==> run_1/layer_met2.png <==
(3 px per um) Cells faint in the background.
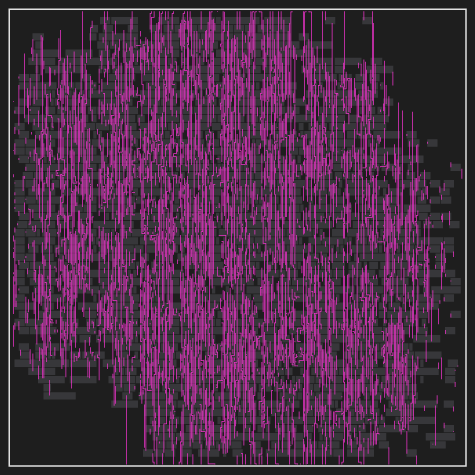
==> run_1/io_placement.png <==
(3 px per um) Pins as bars across the die edge, other pins in gray.
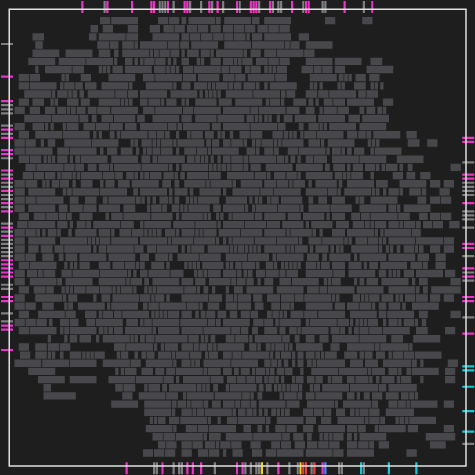
==> run_1/metal_density.png <==
(2 px per um) The die is cut into 30 by 30 equal tiles; dark blue is low, red is high, scaled to the fullest tile. Values are wire area over tile area, all layers added.
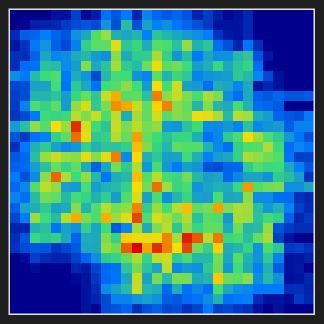
==> run_1/congestion.png <==
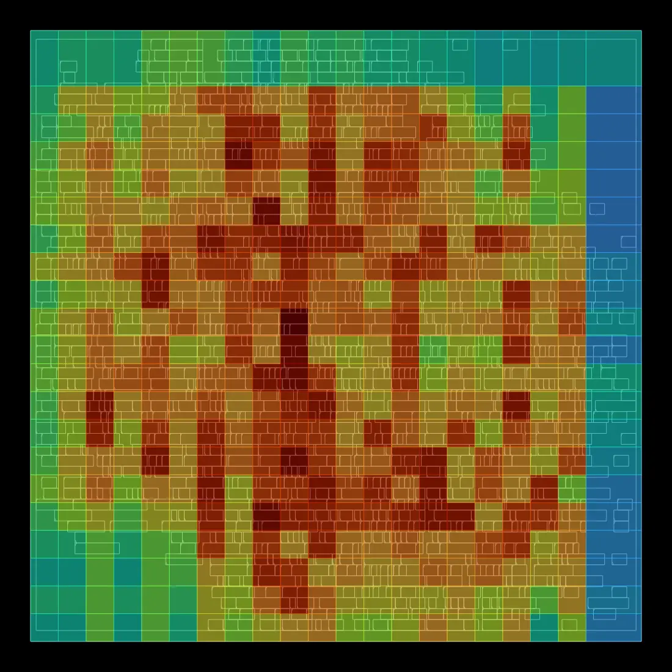
===== src/rtl/hdc_search_pkg.sv =====
// Shared types and width helpers for the Hamming-distance class search stage.
package hdc_search_pkg;

    typedef enum logic [1:0] {
        LOAD = 2'd0,
        SCAN = 2'd1,
        DONE = 2'd2
    } state_t;

    function automatic int class_id_w(input int num_classes);
        return (num_classes > 1) ? $clog2(num_classes) : 1;
    endfunction

    function automatic int frame_idx_w(input int num_frames);
        return (num_frames > 1) ? $clog2(num_frames) : 1;
    endfunction

    function automatic int dist_w(input int num_frames, input int frame_bits);
        return $clog2(num_frames * frame_bits + 1);
    endfunction

    localparam int DEF_FRAME_BITS  = 64;
    localparam int DEF_NUM_CLASSES = 8;
    localparam int DEF_NUM_FRAMES  = 3;
    localparam int DIST_W          = dist_w(DEF_NUM_FRAMES, DEF_FRAME_BITS);
    localparam int CLASS_ID_W      = class_id_w(DEF_NUM_CLASSES);
    localparam int FRAME_IDX_W     = frame_idx_w(DEF_NUM_FRAMES);

    typedef logic [DIST_W-1:0] dist_t;

endpackage


===== src/rtl/hvec_popcount.sv =====
// Combinational binary adder-tree population count of one W-bit frame,
// zero-extended to OUT_W bits.
module hvec_popcount #(
    parameter int W     = 64,
    parameter int OUT_W = 8
) (
    input  logic [W-1:0]     vec,
    output logic [OUT_W-1:0] count
);

    localparam int LG    = (W > 1) ? $clog2(W) : 1;
    localparam int N     = 1 << LG;
    localparam int CNT_W = $clog2(W + 1);

    // Level 0 holds single bits (padded with zeros); each further level sums pairs.
    for (genvar l = 0; l <= LG; l++) begin : lvl
        logic [CNT_W-1:0] s [N >> l];
        for (genvar i = 0; i < (N >> l); i++) begin : nd
            if (l == 0) begin : leaf
                if (i < W) begin : bit_leaf
                    assign s[i] = CNT_W'(vec[i]);
                end else begin : pad_leaf
                    assign s[i] = '0;
                end
            end else begin : sum_node
                assign s[i] = lvl[l-1].s[2*i] + lvl[l-1].s[2*i+1];
            end
        end
    end

    assign count = OUT_W'(lvl[LG].s[0]);

endmodule


===== src/rtl/hamming_class_search.sv =====
// Associative search: buffers a query hypervector, scans all class vectors frame by
// frame and reports the minimum-Hamming-distance class. Option: CLASS_SEARCH_MARGIN_EN.
module hamming_class_search
    import hdc_search_pkg::*;
#(
    parameter int DI_PARALLEL_W_BITS = 64,
    parameter int NUM_CLASSES        = 8,
    parameter int NUM_FRAMES         = 3,
    localparam int CID_W  = class_id_w(NUM_CLASSES),
    localparam int FIDX_W = frame_idx_w(NUM_FRAMES),
    localparam int DW     = dist_w(NUM_FRAMES, DI_PARALLEL_W_BITS)
) (
    input  logic                          clk,
    input  logic                          rst_n,
    input  logic                          q_valid,
    output logic                          q_ready,
    input  logic [DI_PARALLEL_W_BITS-1:0] q_data,
    output logic [CID_W-1:0]              frame_id,
    output logic [FIDX_W-1:0]             frame_index,
    input  logic [DI_PARALLEL_W_BITS-1:0] class_vec_in,
    output logic                          busy,
    output logic                          result_valid,
    input  logic                          result_ready,
    output logic [CID_W-1:0]              result_class,
    output logic [DW-1:0]                 result_dist
`ifdef CLASS_SEARCH_MARGIN_EN
    ,
    output logic [DW-1:0]                 result_margin
`endif
);

    localparam logic [FIDX_W-1:0] LAST_FRM = FIDX_W'(NUM_FRAMES - 1);
    localparam logic [CID_W-1:0]  LAST_CLS = CID_W'(NUM_CLASSES - 1);

    state_t                          state_r, state_n;
    logic [DI_PARALLEL_W_BITS-1:0]   qbuf_r [NUM_FRAMES];
    logic [FIDX_W-1:0]               beat_cnt_r, beat_cnt_n, frm_r, frm_n;
    logic [CID_W-1:0]                cls_r, cls_n, best_cls_r, best_cls_n;
    logic [DW-1:0]                   acc_r, acc_n, best_dist_r, best_dist_n;
    logic [DW-1:0]                   second_r, second_n;
    logic                            q_ready_r, q_ready_n, busy_r, busy_n;
    logic                            res_valid_r, res_valid_n;
    logic [CID_W-1:0]                res_class_r, res_class_n;
    logic [DW-1:0]                   res_dist_r, res_dist_n, margin_r, margin_n;
    logic                            beat_take_s;
    logic [DI_PARALLEL_W_BITS-1:0]   diff_s;
    logic [DW-1:0]                   pop_s, dist_s;

    assign beat_take_s = (state_r == LOAD) && q_valid;
    assign diff_s      = qbuf_r[frm_r] ^ class_vec_in;
    assign dist_s      = acc_r + pop_s;

    hvec_popcount #(
        .W     (DI_PARALLEL_W_BITS),
        .OUT_W (DW)
    ) u_popcount (
        .vec   (diff_s),
        .count (pop_s)
    );

    // Next-state, counter, best-tracker and registered-output computation.
    always_comb begin
        state_n     = state_r;
        beat_cnt_n  = beat_cnt_r;
        frm_n       = frm_r;
        cls_n       = cls_r;
        acc_n       = acc_r;
        best_dist_n = best_dist_r;
        best_cls_n  = best_cls_r;
        second_n    = second_r;
        res_valid_n = res_valid_r;
        res_class_n = res_class_r;
        res_dist_n  = res_dist_r;
        margin_n    = margin_r;
        case (state_r)
            LOAD: begin
                if (q_valid) begin
                    if (beat_cnt_r == LAST_FRM) begin
                        state_n     = SCAN;
                        beat_cnt_n  = '0;
                        frm_n       = '0;
                        cls_n       = '0;
                        acc_n       = '0;
                        best_dist_n = '1;
                        best_cls_n  = '0;
                        second_n    = '1;
                    end else begin
                        beat_cnt_n = beat_cnt_r + FIDX_W'(1);
                    end
                end else begin
                    beat_cnt_n = beat_cnt_r;
                end
            end
            SCAN: begin
                if (frm_r != LAST_FRM) begin
                    acc_n = dist_s;
                    frm_n = frm_r + FIDX_W'(1);
                end else begin
                    acc_n = '0;
                    frm_n = '0;
                    // Strict compare keeps the lowest class id on ties.
                    if (dist_s < best_dist_r) begin
                        best_dist_n = dist_s;
                        best_cls_n  = cls_r;
                        second_n    = best_dist_r;
                    end else if (dist_s < second_r) begin
                        second_n = dist_s;
                    end else begin
                        second_n = second_r;
                    end
                    if (cls_r == LAST_CLS) begin
                        state_n     = DONE;
                        cls_n       = '0;
                        res_valid_n = 1'b1;
                        res_class_n = best_cls_n;
                        res_dist_n  = best_dist_n;
                        margin_n    = second_n - best_dist_n;
                    end else begin
                        cls_n = cls_r + CID_W'(1);
                    end
                end
            end
            DONE: begin
                if (result_ready) begin
                    state_n     = LOAD;
                    res_valid_n = 1'b0;
                end else begin
                    res_valid_n = 1'b1;
                end
            end
            default: begin
                state_n = LOAD;
            end
        endcase
        q_ready_n = (state_n == LOAD);
        busy_n    = (state_n == SCAN);
    end

    // State, counters, accumulator, best tracker and output registers.
    always_ff @(posedge clk or negedge rst_n) begin
        if (!rst_n) begin
            state_r     <= LOAD;
            beat_cnt_r  <= '0;
            frm_r       <= '0;
            cls_r       <= '0;
            acc_r       <= '0;
            best_dist_r <= '1;
            best_cls_r  <= '0;
            second_r    <= '1;
            q_ready_r   <= 1'b1;
            busy_r      <= 1'b0;
            res_valid_r <= 1'b0;
            res_class_r <= '0;
            res_dist_r  <= '0;
            margin_r    <= '0;
            for (int i = 0; i < NUM_FRAMES; i++) begin
                qbuf_r[i] <= '0;
            end
        end else begin
            state_r     <= state_n;
            beat_cnt_r  <= beat_cnt_n;
            frm_r       <= frm_n;
            cls_r       <= cls_n;
            acc_r       <= acc_n;
            best_dist_r <= best_dist_n;
            best_cls_r  <= best_cls_n;
            second_r    <= second_n;
            q_ready_r   <= q_ready_n;
            busy_r      <= busy_n;
            res_valid_r <= res_valid_n;
            res_class_r <= res_class_n;
            res_dist_r  <= res_dist_n;
            margin_r    <= margin_n;
            if (beat_take_s) begin
                qbuf_r[beat_cnt_r] <= q_data;
            end
        end
    end

    assign q_ready      = q_ready_r;
    assign busy         = busy_r;
    assign frame_id     = cls_r;
    assign frame_index  = frm_r;
    assign result_valid = res_valid_r;
    assign result_class = res_class_r;
    assign result_dist  = res_dist_r;
`ifdef CLASS_SEARCH_MARGIN_EN
    assign result_margin = margin_r;
`endif

endmodule


===== config.mk =====
export PLATFORM = sky130hd
export DESIGN_NAME = hamming_class_search
export DESIGN_NICKNAME = d
export VERILOG_FILES = /design/src/rtl/hdc_search_pkg.sv /design/src/rtl/hvec_popcount.sv /design/src/rtl/hamming_class_search.sv
export SDC_FILE = /design/constraint.sdc
export NUM_CORES = 1
export LEC_CHECK = 0
export CAP_MARGIN = 10
export CORE_UTILIZATION = 60
export CTS_BUF_LIST = sky130_fd_sc_hd__clkbuf_4
export CTS_CLUSTER_DIAMETER = 30
export CTS_CLUSTER_SIZE = 25
export DETAILED_ROUTE_END_ITERATION = 8
export GPL_TIMING_DRIVEN = 0
export PLACE_DENSITY = 0.91
export SLEW_MARGIN = 20
export SYNTH_ARGS = -nofsm -noshare
export SYNTH_HDL_FRONTEND = slang
export SYNTH_SLANG_ARGS = --single-unit

===== constraint.sdc =====
create_clock -name clk -period 18.1 [get_ports clk]
set_input_delay 1.81 -clock clk [delete_from_list [all_inputs] [get_ports clk]]
set_output_delay 1.81 -clock clk [all_outputs]
set_load 0.01 [all_outputs]

==> run notes, run 1 <==
Status on the layout run. The worst setup path is launched from a register. Worst slew margin relative to its limit landed at approximately 43%. Of the cells placed in the final design, the portion with a size suffix greater than 1 is 17.8%.

The clock passes through at most 3 buffers. Estimated wirelength of the detail-placed design landed at ~25,000 um. Synthesis produced 1,244 cells. The die is 152 um tall. Synthesis-to-layout area growth landed at 19.3%.

Number of non-filler instances in the completed layout landed at around 1,800. The synthesis run shows the most used standard cells to be sky130_fd_sc_hd__dfrtp_1 (225), sky130_fd_sc_hd__nand2_1 (224), sky130_fd_sc_hd__mux2_2 (129), sky130_fd_sc_hd__inv_1 (105), sky130_fd_sc_hd__mux2i_1 (74). Combinational gate area landed at 0.00686 mm^2. Per the timing report, the most critical flop-to-flop path finishes at best_dist_r[4]. Total negative setup slack landed at 0 ps.

STA puts the critical path data arrival time at ~11,000 ps. Ratio of routed vias to standard cells landed at 5.73. Global-route wire length before repair landed at ~53,000 um.

In this run the worst path has a maximum fanout of 10. Hold repair after CTS inserted 0 buffers. The run reported a max-capacitance violation count of 0.

The timing report shows that the slowest cell on the worst path is sky130_fd_sc_hd__buf_1. Total nets after synthesis landed at roughly 1,500. Count of antenna-violating nets left after detailed routing landed at 0. Per STA, the startpoint of the critical path is frame_index[1]. Depth of the worst register-to-register path landed at 37. Endpoints failing hold in the final report were tallied at 0.

Number of global-route vias before repair landed at between 10,000 and 15,000. The path class of the tightest hold or removal check is reg -> reg. Final non-filler cell area landed at 0.0161 mm^2. Distinct cell type count after synthesis landed at roughly 49. Setup repair after global routing left no endpoint under its margin.

The flow ran to the end, and the final reports show no timing, DRC or antenna violations. For the pin with the worst max-slew slack, the measured transition is 856 ps. sky130_fd_sc_hd__dfrtp_1 takes more of the synthesized area than any other cell.

Number of synthesized flops with an enable pin landed at 0. Number of pins exceeding their max-slew limit in the final report landed at 0. The synthesized netlist has a Yosys-reported chip area of approximately 0.013 mm^2. Setup fix buffers added after clock tree synthesis landed at 0.

Per STA, the endpoint of the critical path is best_dist_r[4]. Timing-limited maximum frequency landed at roughly 94 MHz. Entering global routing, the biggest net connects 104 pins. The top cell type by area accounts for approximately two fifths of the synthesized area.
## Picture notes: layer_met2.png
nets with wire on the layer: 1,521
share of all routed wire: 50%
main direction: vertical
longest straight run: 68.0 um
vias after detailed routing: 10,100
Global Route met2 Usage: 50.7%
total routed wirelength: 33,800 um

## Picture notes: io_placement.png
[cyan] result_dist | pins: 8 | direction: output | edge: 5 right, 3 bottom
[magenta] q_data | pins: 64 | direction: input | edge: 23 left, 20 top, 12 right, 9 bottom
[red] frame_id | pins: 3 | direction: output | edge: bottom
[blue] busy | pins: 1 | direction: output | edge: bottom
[yellow] frame_index | pins: 2 | direction: output | edge: bottom
all pins by edge: 47 left, 38 top, 35 bottom, 31 right

## Picture notes: metal_density.png
nearly empty tiles: 10%
fullest tile: 0.69
tiles over half the peak: 27%
emptiest ninth of the die: top right
mean over tiles: 0.24
GRT Total Usage: 30.6%
DR WL/cell: 19.2 um

## Picture notes: congestion.png
global routing met3 resource utilization: 5.45%
Post-Route Utilization: 73.4%
most congested layer reported by global routing: met2
met1 demand-to-capacity share in global routing: 39.2%

-- run 1: worst min-delay path by stage --
stage                            end  cells after the start  slack [ps]        from
final                     qbuf_r[32]                      2         490  qbuf_r[32]
after global routing      qbuf_r[23]                      2         500  qbuf_r[23]
after CTS                 qbuf_r[53]                      2         480  qbuf_r[53]
after detailed placement  qbuf_r[23]                      2         460  qbuf_r[23]
after global placement    qbuf_r[44]                      2         460  qbuf_r[44]
after floorplan           qbuf_r[55]                      2         440  qbuf_r[55]
-- run 1: critical path: cells and delay by family (launching register included) --
family / cells / cell delay (ps)
adder cells (fa/ha/maj): 11 / 4810
flip-flops: 1 / 400
AND-OR/OR-AND: 8 / 2350
buffers and inverters: 11 / 2060
AND/OR/NAND/NOR: 6 / 800
XOR/XNOR: 1 / 170
-- run 1: cells by family after synthesis --
kind of cell / synth area share, %
multiplexers: 16.3
adder cells (fa/ha/maj): 14.7
AND/OR/NAND/NOR: 9.88
AND-OR/OR-AND: 5.52
flip-flops: 43.6
buffers and inverters: 5.42
XOR/XNOR: 4.62
-- run 1: area by class of cell --
type | instances | share of cell area, %
well taps | 280 | 2.18
flip-flops and latches | 234 | 36.5
repair buffers | 152 | 9.72
plain buffers | 59 | 2.09
multi-input cells | 846 | 42.7
diodes | 1 | 0.0156
clock inverters | 32 | 1.81
inverters | 105 | 2.45
clock buffers | 53 | 2.48
-- run 1: cells in the final DEF (no fill, tap or decap), drive strengths merged, types with 4 or more instances in the layout --
| cell type | synthesis | layout |
|---|---|---|
| dfrtp | 225 | 225 |
| nand2 | 224 | 224 |
| clkdlybuf4s50 | 0 | 149 |
| mux2 | 129 | 129 |
| inv | 105 | 110 |
| mux2i | 74 | 74 |
| nor2 | 73 | 73 |
| clkbuf | 20 | 73 |
| a21oi | 70 | 70 |
| xnor2 | 68 | 68 |
| fa | 61 | 61 |
| ha | 60 | 60 |
| buf | 39 | 42 |
| o21ai | 16 | 16 |
| clkinv | 0 | 14 |
| a22o | 10 | 10 |
| clkinvlp | 0 | 10 |
| dfstp | 9 | 9 |
| nor2b | 6 | 6 |
| a21o | 6 | 6 |
| a2bb2oi | 6 | 6 |
| nand2b | 4 | 4 |
-- run 1: per-layer routing --
| metal | part of all wire [%] | routed length (um) |
|---|---|---|
| met3 | 7.4 | 2500 |
| met5 | 0 | 0 |
| met4 | 3.7 | 1240 |
| met2 | 50 | 16800 |
| met1 | 39 | 13300 |
-- run 1: metrics by stage --
step | utilization, % | worst slack [ps] | hold slack, ps
2_1_floorplan | - | 8690 | 444
3_3_place_gp | 69.9 | 5640 | 456
3_5_place_dp | 70.2 | 7370 | 463
4_1_cts | 73.3 | 7490 | 483
5_1_grt | 73.4 | 6890 | 501
6_report | 73.4 | 7420 | 485
==> run_1/layer_met3.png <==
(3 px per um) Cells faint in the background.
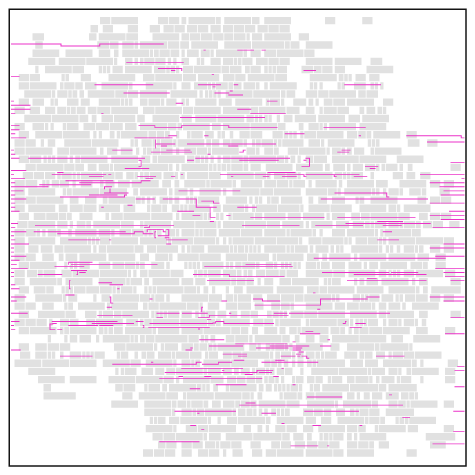

--- run 2 (diff from run 1) ---
--- a/config.mk
+++ b/config.mk
@@ -6,13 +6,13 @@
 export NUM_CORES = 1
 export LEC_CHECK = 0
 export CAP_MARGIN = 10
-export CORE_UTILIZATION = 60
+export CORE_UTILIZATION = 59
 export CTS_BUF_LIST = sky130_fd_sc_hd__clkbuf_4
 export CTS_CLUSTER_DIAMETER = 30
 export CTS_CLUSTER_SIZE = 25
 export DETAILED_ROUTE_END_ITERATION = 8
 export GPL_TIMING_DRIVEN = 0
-export PLACE_DENSITY = 0.91
+export PLACE_DENSITY = 0.9
 export SLEW_MARGIN = 20
 export SYNTH_ARGS = -nofsm -noshare
 export SYNTH_HDL_FRONTEND = slang
==> constraint.sdc (replaced) <==
create_clock -name clk -period 10 [get_ports clk]
set_input_delay 1 -clock clk [delete_from_list [all_inputs] [get_ports clk]]
set_output_delay 1 -clock clk [all_outputs]
set_load 0.01 [all_outputs]
==> run_2/layer_met3.png <==
(3 px per um) Cells faint in the background.
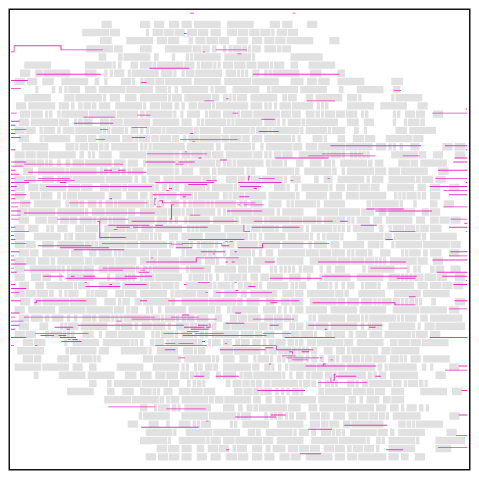
longest straight run: 43.5 um
share of all routed wire: 6.9%
nets with wire on the layer: 208
total routed wirelength: 33,700 um
global routing met3 resource utilization: 4.79%
vias after detailed routing: 9,994

==> run_2/metal_density.png <==
(2 px per um) The die is cut into 31 by 31 equal tiles; dark blue is low, red is high, scaled to the fullest tile. Values are wire area over tile area, all layers added.
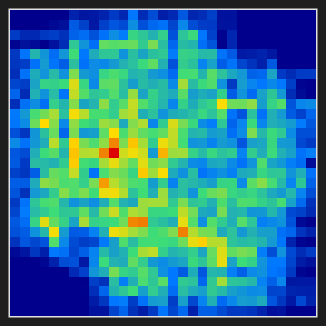
GRT Total Usage: 29.7%
DR WL/cell: 19.1 um

==> run 2 against run 1 <==
  * Global-route usage is 0.96 points lower
  * Area after synthesis stayed put
  * Core utilization hardly changed
  * Clock skew is 1.6 ps lower
  * Synthesized cell count stayed put
  * Critical path depth is 4 lower
  * Critical path type unchanged
  * Highest routed layer unchanged
  * Fmax is 12% higher
  * Final area is 0.89% higher
==> run notes, run 2 <==
Status on the layout run. The flow ran to the end, and the final reports show no timing, DRC or antenna violations. The area growth from synthesis to layout is 20.4%. Estimated wirelength of the detail-placed design landed at approximately 24,000 um.

Among logic cells in the layout, the one with the most instances is sky130_fd_sc_hd__nand2_1. Total nets after synthesis landed at about 1,500. In the layout the commonest cells are sky130_fd_sc_hd__nand2_1 (224), sky130_fd_sc_hd__dfrtp_1 (223), sky130_fd_sc_hd__clkdlybuf4s50_1 (149). STA classifies the critical path startpoint as a register. Timing-limited maximum frequency landed at between 100 and 150 MHz. The first global-routing pass estimated between 50,000 and 60,000 um of wire.

Number of optimization iterations in the first detailed-route pass landed at 7. In this run the worst hold path is classified as in -> async. In the post-route analysis, the smallest setup slack over all paths is about 450 ps.

Minimum hold slack landed at roughly 180 ps. The stat command in Yosys gives a chip area of between 0.01 and 0.015 mm^2. After synthesis, the largest area contributor takes up between 40% and 50% of total cell area.

The post-route netlist has 18.5% of its cells at a drive strength greater than 1. The transition time recorded at the tightest slew-check pin is approximately 820 ps. The critical path maximum fanout is 10. The final hold violation count recorded for this run is 0. Largest net degree at the start of global routing landed at between 100 and 150. Distinct cell type count after synthesis landed at approximately 50. During synthesis, Yosys emitted a total of 0 warnings. The cell count after synthesis came out at 1,244. Using the TritonRoute via totals, the vias-per-cell ratio works out to roughly 5.7. Total number of cells along the worst setup path landed at 33. Critical path buffer and inverter count landed at 7. The number of cells on the worst reg-to-reg path is 33. Buffers inserted to repair hold after CTS numbered 0. The run reported a max-capacitance violation count of 0. Maximum number of buffers from clock root to sink landed at 3. Among cell families on the critical path, the largest total delay comes from adder cells. Looking at the cell usage after synthesis, the top flip-flop cell is sky130_fd_sc_hd__dfrtp_1. STA puts the critical path data arrival time at between 10,000 and 15,000 ps. Per the STA report, the cell with the highest stage delay on the worst path is sky130_fd_sc_hd__clkbuf_1.

Yosys reports that the most numerous cell types are sky130_fd_sc_hd__dfrtp_1 (225), sky130_fd_sc_hd__nand2_1 (224), sky130_fd_sc_hd__mux2_2 (129), sky130_fd_sc_hd__inv_1 (105), sky130_fd_sc_hd__mux2i_1 (74). Number of global-route vias before repair landed at between 10,000 and 15,000. Setup repair after global routing left no endpoint under its margin. Count of antenna-violating nets left after detailed routing landed at 0.

Die extent in x landed at ~150 um. Counting flops with a built-in enable in the synthesized netlist gives 0.
run 2: cell type report:
type	instances	area, um^2
Clock buffer	59	443
Tap cell	280	350
Buffer	58	382
Inverter	105	394
Multi-Input combinational cell	846	6870
Antenna cell	2	5.00
Clock inverter	29	312
Fill cell	1408	5890
Sequential cell	234	5870
Timing Repair Buffer	154	1580
run 2: worst reg2reg max path: cells and delay by family (launching register included):
family / cells / cell delay [ps]
XOR/XNOR: 1 / 160
flip-flops: 1 / 430
AND-OR/OR-AND: 8 / 1840
adder cells (fa/ha/maj): 11 / 4870
AND/OR/NAND/NOR: 5 / 700
buffers and inverters: 7 / 1170
multiplexers: 1 / 210
run 2: cells by family after synthesis:
kind of cell             after synthesis  share of synthesized area (%)
AND-OR/OR-AND                        123                           5.52
AND/OR/NAND/NOR                      328                           9.88
multiplexers                         203                           16.3
buffers and inverters                164                           5.42
XOR/XNOR                              71                           4.62
adder cells (fa/ha/maj)              121                           14.7
flip-flops                           234                           43.6
run 2: path summary, 6_finish.rpt:
| kind | startpoint | endpoint | slack (ps) |
|---|---|---|---|
| max | frame_index[0] | result_class[0] | 450 |
| min reg2reg | result_dist[5] | result_dist[5] | 480 |
| min | rst_n | qbuf_r[190] | 180 |
| max in group asynchronous | rst_n | qbuf_r[94] | 9020 |
| max reg2reg | frame_index[0] | result_class[0] | 450 |
| min in group clk | result_dist[5] | result_dist[5] | 480 |
run 2: routing by layer:
| layer | global-route usage [%] | vias to the layer above | wire length [um] |
|---|---|---|---|
| met5 | 0 | - | 0 |
| met4 | 13.0 | 0 | 1240 |
| met3 | 4.79 | 99 | 2330 |
| met2 | 49.6 | 442 | 16400 |
| met1 | 38.4 | 4935 | 13700 |
| li1 | - | 4518 | - |
run 2: through the flow:
step                      TNS [ps]  utilization, %  cell area (um^2)  instances
final                            0            73.3             16200       1767
after global routing             0            73.3             16200       1767
after CTS                        0            73.1             16100       1764
after detailed placement     -6360            69.6             15400       1676
after global placement     -379270            69.3             15300       1674
after floorplan                  0               -             13500       1244
run 2: what timing repair did:
item / CTS / global route
pin swaps: 0 / 2
endpoints found under the setup margin: 22 / 22
setup buffers: 0 / 2
gates resized: 12 / 27
gates cloned: 0 / 0
==> run_2/congestion.png <==
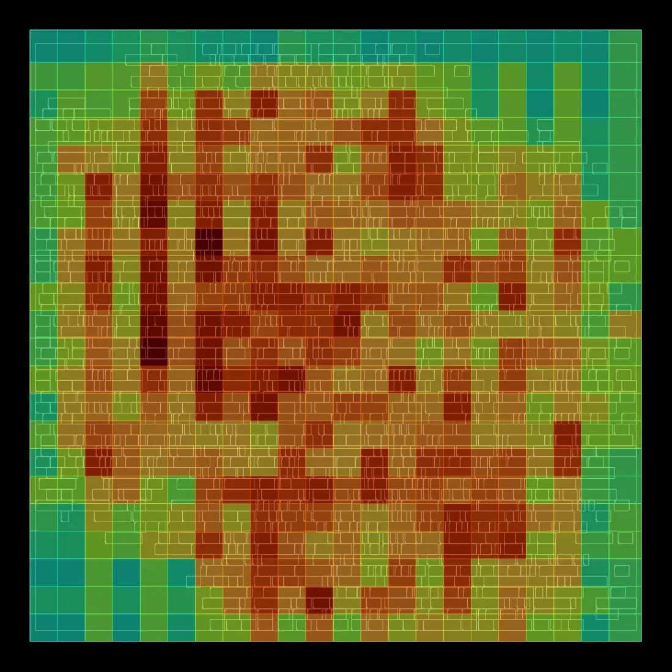

--- run 3 (diff from run 2) ---
==> constraint.sdc (replaced) <==
create_clock -name clk -period 9.9 [get_ports clk]
set_input_delay 0.99 -clock clk [delete_from_list [all_inputs] [get_ports clk]]
set_output_delay 0.99 -clock clk [all_outputs]
set_load 0.01 [all_outputs]
==> run_3/congestion.png <==
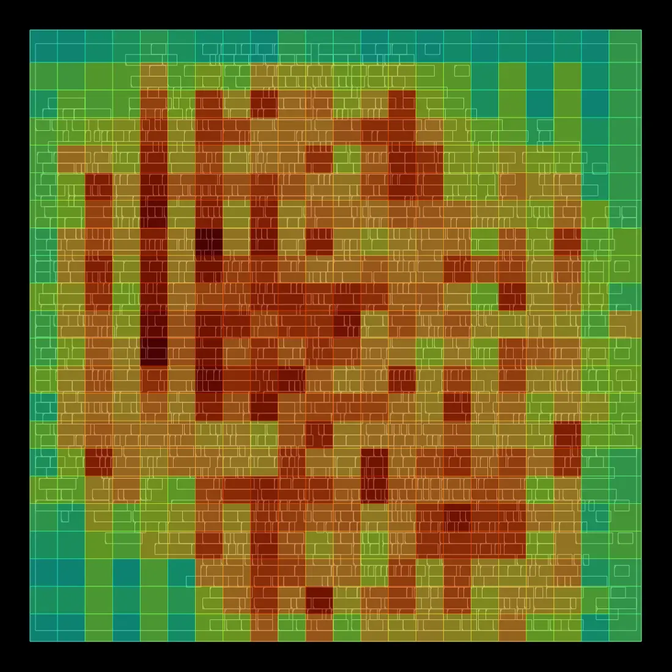
met1 demand-to-capacity share in global routing: 38.4%
Post-Route Utilization: 73.4%
DR WL/cell: 19.1 um
Global Route met2 Usage: 49.5%

==> run_3/metal_density.png <==
(2 px per um) The die is cut into 31 by 31 equal tiles; dark blue is low, red is high, scaled to the fullest tile. Values are wire area over tile area, all layers added.
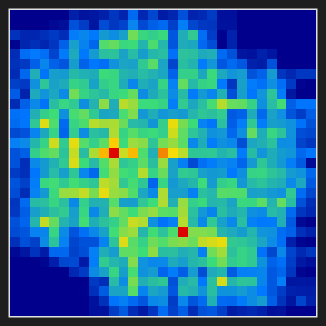
mean over tiles: 0.24
nearly empty tiles: 11%
tiles over half the peak: 14%
densest ninth of the die: middle
fullest tile: 0.79

==> run 3 against run 2 <==
  * Fmax rose by 0.47%
  * Worst setup slack got worse by 55 ps
  * Register-to-register slack got worse by 60 ps
  * Critical path depth rose by 3
  * Cell count barely moved
  * Sequential share of layout area barely moved
  * First-iteration DRC count fell by 2.6%
  * Critical endpoint unchanged
  * Worst hold slack got worse by 12 ps
  * Via count rose by 0.36%
==> run notes, run 3 <==
Status on the layout run. The number of global-route vias before repair came to between 10,000 and 15,000. Count of antenna-violating nets left after detailed routing landed at 0. Combinational gate area landed at a little under 0.007 mm^2.

Tracing the worst setup path back leads to its startpoint at frame_index[0]. Instance count after placement with tap cells included landed at around 1,700. CTS reports a maximum clock tree buffer depth of 3. Max capacitance violation total landed at 0. The worst setup path is launched from a register.

Number of synthesized flops with an enable pin landed at 0. The script logs the ratio of routed vias to standard cells as roughly 5.7. Of the post-synthesis cell area, the dominant cell type holds about two fifths. Distinct cell type count after synthesis landed at 49. Gate count of the mapped netlist landed at between 1,000 and 1,500. The die is around 150 um wide. Number of optimization iterations in the first detailed-route pass landed at 5. Vertical extent of the die landed at 153 um. The first global-routing pass estimated 53,800 um of wire. The layout summary lists the proportion of cells stronger than drive strength 1 as about a fifth. The run finished with clean final reports. Among logic cells in the layout, the one with the most instances is sky130_fd_sc_hd__nand2_1. Setup total negative slack on the finished layout was measured at 0 ps. For this design, the CTS-stage hold fixing added 0 buffers. Estimated wirelength of the detail-placed design landed at 24,400 um. Tally of yosys warning messages landed at 0. The largest total area in the synthesized netlist belongs to sky130_fd_sc_hd__dfrtp_1. Number of pins exceeding their max-slew limit in the final report landed at 0.

run 3: cell count changes in the layout (fill, tap and decap cells not counted), sizes merged:
cell    delta
clkbuf     -1
buf        +2
run 3: cell families (layout without fill, tap and decap cells):
| logic type | count (synthesis) | in the layout | synth area share, % |
|---|---|---|---|
| compound gates | 123 | 123 | 5.52 |
| xor+xnor | 71 | 71 | 4.62 |
| fa+ha+maj | 121 | 121 | 14.7 |
| buf+inv | 164 | 406 | 5.42 |
| flops | 234 | 234 | 43.6 |
| mux | 203 | 203 | 16.3 |
| other cells | 0 | 2 | 0 |
| simple gates | 328 | 328 | 9.88 |
run 3: cell type report:
class                   count  share of cell area, %
diodes                      2                 0.0309
plain buffers              58                   2.41
clock buffers              59                   2.73
clock inverters            29                   1.92
inverters                 105                   2.43
multi-input cells         846                   42.4
flip-flops and latches    234                   36.2
well taps                 280                   2.16
repair buffers            155                   9.77
run 3: repair_timing:
item | in CTS | in global routing
pin swaps | 0 | 2
gates resized | 14 | 31
endpoints found under the setup margin | 22 | 22
setup buffers | 0 | 3
run 3: worst max path at each step:
stage	to	slack [ps]
global placement	qbuf_r[160]	-1800
finish	result_class[0]	400
detailed placement	result_dist[1]	-460
CTS	result_class[0]	20
global route	result_dist[7]	-50
floorplan	result_dist[5]	930
run 3: worst max-delay path: cells and delay by family, from the launching register on:
family / cells / cell delay, ps
compound gates: 8 / 1930
buf+inv: 10 / 1060
mux: 1 / 210
simple gates: 5 / 660
flops: 1 / 450
fa+ha+maj: 11 / 4860
xor+xnor: 1 / 140
run 3: layer usage:
metal	wire, um	vias up	GRT usage [%]	share of wire (%)
li1	-	4514	-	-
met1	13600	4987	38.4	40
met2	16400	419	49.5	49
met3	2310	110	4.79	6.8
met4	1370	0	13.0	4.1
met5	0	-	0	0
